### Placement by cell class

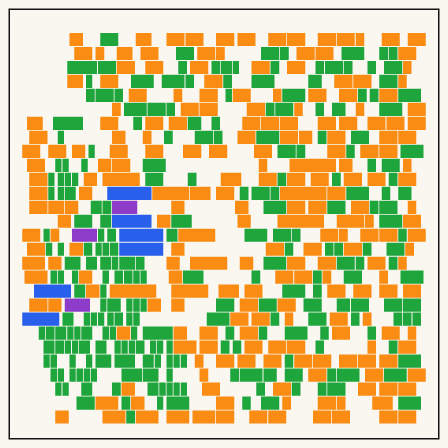
### Cell outlines without signal wires

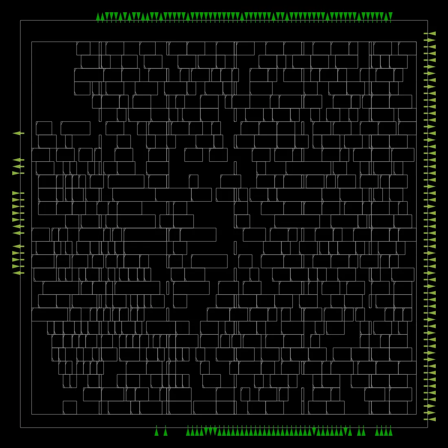
### M3 wires

Scale bar: 20 um.
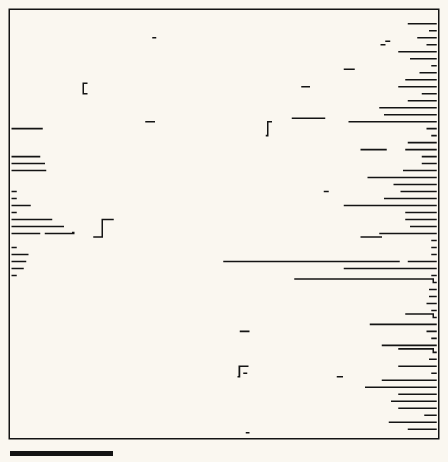
--- src/rtl/noc_pkg.sv ---
// Shared NoC definitions: flit width and the injection-arbiter state encoding.
// Imported by the arbiter and by its round-robin picker.
package noc_pkg;

    localparam int NOC_DATA_WIDTH = 32;

    localparam logic [0:0] ARB_IDLE = 1'b0;
    localparam logic [0:0] ARB_LOCK = 1'b1;

endpackage

--- src/rtl/noc_rr_pick.sv ---
// Combinational round-robin picker: first set request after i_ptr, wrapping.
// Ports: i_req (requests), i_ptr (last winner); o_any (any request), o_idx (winner).
module noc_rr_pick
    import noc_pkg::*;
#(
    parameter int N    = 4,
    parameter int ID_W = $clog2(N)
) (
    input  logic [N-1:0]    i_req,
    input  logic [ID_W-1:0] i_ptr,
    output logic            o_any,
    output logic [ID_W-1:0] o_idx
);

    // Scan from the farthest offset down so the nearest one after i_ptr wins.
    always_comb begin
        int             w_pos;
        logic [ID_W-1:0] w_j;
        o_any = 1'b0;
        o_idx = '0;
        w_pos = 0;
        w_j   = '0;
        for (int k = N; k >= 1; k--) begin
            w_pos = (int'(i_ptr) + k) % N;
            w_j   = ID_W'(w_pos);
            if (i_req[w_j]) begin
                o_any = 1'b1;
                o_idx = w_j;
            end
        end
    end

endmodule

--- src/rtl/noc_local_inject_arbiter.sv ---
// Packet-granular round-robin arbiter sharing one router local injection port.
// Ports: noc_clk/noc_rst, req_* (per-source flits), out_* (to router), grant_id/busy/proto_err.
module noc_local_inject_arbiter
    import noc_pkg::*;
#(
    parameter int N_REQ  = 4,
    parameter int ID_W   = $clog2(N_REQ),
    parameter int DATA_W = NOC_DATA_WIDTH
) (
    input  logic                    noc_clk,
    input  logic                    noc_rst,
    input  logic [N_REQ-1:0]        req_valid,
    output logic [N_REQ-1:0]        req_ready,
    input  logic [N_REQ*DATA_W-1:0] req_flit,
    input  logic [N_REQ-1:0]        req_is_header,
    input  logic [N_REQ-1:0]        req_is_tail,
    output logic                    out_valid,
    input  logic                    out_ready,
    output logic [DATA_W-1:0]       out_flit,
    output logic                    out_is_header,
    output logic                    out_is_tail,
    output logic [ID_W-1:0]         grant_id,
    output logic                    busy,
    output logic                    proto_err
);

    logic [0:0]      r_state;
    logic [ID_W-1:0] r_ptr;
    logic [ID_W-1:0] r_grant;
    logic            r_perr;

    logic            w_lock;
    logic            w_any;
    logic [ID_W-1:0] w_idx;
    logic            w_bad;
    logic            w_done;

    assign w_lock = (r_state == ARB_LOCK);
    assign w_bad  = |(req_valid & ~req_is_header);

    noc_rr_pick #(
        .N    (N_REQ),
        .ID_W (ID_W)
    ) u_pick (
        .i_req (req_valid & req_is_header),
        .i_ptr (r_ptr),
        .o_any (w_any),
        .o_idx (w_idx)
    );

    // Outputs toward the router depend only on state and req_*, never on out_ready.
    assign out_valid     = w_lock & req_valid[r_grant];
    assign out_flit      = req_flit[r_grant*DATA_W +: DATA_W];
    assign out_is_header = req_is_header[r_grant];
    assign out_is_tail   = req_is_tail[r_grant];

    always_comb begin
        req_ready = '0;
        if (w_lock) begin
            req_ready[r_grant] = out_ready;
        end
    end

    assign w_done = out_valid & out_ready & out_is_tail;

    always_ff @(posedge noc_clk) begin
        if (noc_rst) begin
            r_state <= ARB_IDLE;
            r_ptr   <= ID_W'(N_REQ - 1);
            r_grant <= '0;
            r_perr  <= 1'b0;
        end else begin
            unique case (r_state)
                ARB_IDLE: begin
                    if (w_bad) begin
                        r_perr <= 1'b1;
                    end
                    if (w_any) begin
                        r_state <= ARB_LOCK;
                        r_grant <= w_idx;
                    end
                end
                ARB_LOCK: begin
                    // Pointer moves only at packet end; next arbitration is a cycle later.
                    if (w_done) begin
                        r_state <= ARB_IDLE;
                        r_ptr   <= r_grant;
                    end
                end
                default: r_state <= ARB_IDLE;
            endcase
        end
    end

    assign busy      = w_lock;
    assign grant_id  = r_grant;
    assign proto_err = r_perr;

endmodule

--- config.mk ---
export PLATFORM = sky130hd
export DESIGN_NAME = noc_local_inject_arbiter
export DESIGN_NICKNAME = d
export VERILOG_FILES = /design/src/rtl/noc_pkg.sv /design/src/rtl/noc_rr_pick.sv /design/src/rtl/noc_local_inject_arbiter.sv
export SDC_FILE = /design/constraint.sdc
export NUM_CORES = 1
export LEC_CHECK = 0
export ABC_AREA = 1
export CORE_MARGIN = 2
export CORE_UTILIZATION = 24
export CTS_BUF_LIST = sky130_fd_sc_hd__clkbuf_8
export CTS_CLUSTER_DIAMETER = 100
export CTS_CLUSTER_SIZE = 28
export DETAILED_ROUTE_END_ITERATION = 8
export PLACE_DENSITY_LB_ADDON = 0.15
export SKIP_LAST_GASP = 1
export SYNTH_ARGS = -nofsm -noshare
export SYNTH_HDL_FRONTEND = slang
export SYNTH_HIERARCHICAL = 1
export SYNTH_SLANG_ARGS = --single-unit
export TNS_END_PERCENT = 10
--- constraint.sdc ---
create_clock -name noc_clk -period 1.3 [get_ports noc_clk]
set_clock_uncertainty 0.05 [all_clocks]
set_input_delay 0.26 -clock noc_clk [delete_from_list [all_inputs] [get_ports noc_clk]]
set_output_delay 0.26 -clock noc_clk [all_outputs]
set_load 0.02 [all_outputs]
==> results.py <==
# Generated from Yosys and OpenROAD reports
metrics = {
    "status": {
        "status": "finished with violations",
        "violations": "setup timing",
    },
    "detailed_routing": {
        "wire_per_inst_um": 16.9,
        "vias": 2834,
        "dr.pass1.iters": 4,
        "drt_iter0_drc": 101,
    },
    "placement": {
        "dp_cells": 543,
    },
    "critical_path": {
        "worst-path-max-fanout": 8,
        "cp.arrival_ns": 1.42,
        "crit_required_ns": 0.99,
        "critPathTopFamily": "buffers and inverters",
        "path_cells": "inv_8 -> nor2_4 -> buf_12 -> clkbuf_16 -> a22oi_1 -> nand3_2 -> buf_2",
        "endpoint_kind": "primary output",
        "max_stage_delay_ns": 0.37,
    },
    "die": {
        "die_h_um": 83.3,
        "rows": 28,
        "coreArea_sq_um": 5990,
    },
    "run": {
        "log.warning_count": 29,
    },
    "cells_and_area": {
        "finalCoreUtilization": 0.676,
        "final_cell_mix": "138 x clkdlybuf4s50_1, 73 x nand3_1, 48 x nand2_1",
        "lay_top_count": "clkdlybuf4s50_1",
    },
    "sta": {
        "setup_viol": 48,
        "period_needed_ns": 1.73,
        "finalCritPeriodShare": 1.33,
        "relSlewSlack": 0.846,
        "fin_ws_ns": -0.426,
        "fmaxAchievable_mhz": 579,
    },
    "logic_synthesis": {
        "synth.top_cell.area_share": 0.345,
        "netlist_area_sq_um": 1510,
        "syn_nets": 420,
        "ys_types": 24,
        "synth_area_per_cell_sq_um": 5.44,
        "ys.warnings.count": 6,
        "synth_seq_share": 0.0797,
    },
    "clocking": {
        "cts_htree_levels": 1,
        "cts_tree": "done",
    },
    "power_and_ir_drop": {
        "p_leak_nw": 1.89,
    },
    "global_routing": {
        "gr-usage-met3": 0.0398,
        "antenna_found_initial": 0,
        "grt_overflow": 0,
    },
    "hold_path": {
        "hold_path_class": "reg -> reg",
    },
}
About 'Placement by cell class':
legend:
  purple:
    class: clock-net drivers
    cells: 3
    share_of_their_area: 1.0%
  orange:
    class: remaining buffers and delay cells
    cells: 224
    share_of_their_area: 54%
  blue:
    class: registers
    cells: 6
    share_of_their_area: 3.4%
  green:
    class: remaining logic cells
    cells: 248
    share_of_their_area: 41%

About 'Cell outlines without signal wires':
FILL cells: 546
FFs & Latches: 6
Finished Layout Cells: 556

About 'M3 wires':
longest straight run: 34.0 um
share of all routed wire: 5.4%
wire length on this layer: 510 um
main direction: horizontal
nets with wire on the layer: 88

[flip-flops by register name (all words and copies together) (netlist names)]
register and cells:
busy 1, grant_id 2, proto_err 1, r_ptr 2
[metrics by stage]
stage,cell area (sq um),setup WS (ns)
global placement,3800,-0.743
floorplan,1750,-0.0627
CTS,3890,-0.497
finish,4050,-0.426
global route,4050,-0.484
detailed placement,3800,-0.761
[power breakdown]
part,switching [mW],internal [mW]
combinational,1.43,1.31
clock,0.0784,0.199
sequential,0.0402,0.209
total,1.54,1.72
[worst min-delay path, cell delays in order (launching register included)]
cell and delay, ns:
dfxtp_1 0.30, inv_1 0.05, a21oi_1 0.05
[cell type report]
| cell class | instances | area [sq um] | area share |
|---|---|---|---|
| timing repair buffer | 224 | 2160 | 0.532 |
| tap | 75 | 93.8 | 0.0232 |
| sequential | 6 | 133 | 0.0327 |
| clock buffer | 3 | 41.3 | 0.0102 |
| multi-input combinational | 222 | 1510 | 0.374 |
| inverter | 26 | 113 | 0.0278 |
[kinds of logic after synthesis]
family          count (synthesis)  synth area share
flops                           6            0.0797
buf+inv                        49             0.151
compound gates                 45             0.208
simple gates                  177             0.561
[routing by layer]
layer	share of wire	vias to the layer above
li1	-	1394
met3	0.054	14
met5	0	-
met1	0.40	1324
met4	0.015	0
met2	0.53	102
[cell usage after synthesis]
library cell    n
nor2_1          4
a21oi_1         5
buf_4           2
a22oi_1        32
o22ai_1         2
nand2_2         9
clkbuf_1        6
and2_4          1
o21ai_0         3
nand2_1        49
nand3_1       104
inv_6           1
nor3_1          4
dfxtp_1         6
a21boi_1        1
nand4_1         3
inv_1          21
nand3_2         1
o21ai_2         1
buf_6           2
inv_2           4
o21ai_1         1
nor2_2          2
buf_2          13
[repair_timing]
item,4_1_cts,5_1_grt
buffers inserted,0,6
endpoints found under the setup margin,48,48
gates resized,100,90
cloned,0,5
pin swaps,0,5
[worst paths after layout]
check,from,to,slack [ns],cells after the start
setup / recovery,grant_id[0],out_flit[30],-0.43,7
hold / removal,proto_err,proto_err,0.40,2
setup reg to reg,grant_id[1],r_ptr[0],-0.13,8
hold reg to reg,proto_err,proto_err,0.40,2
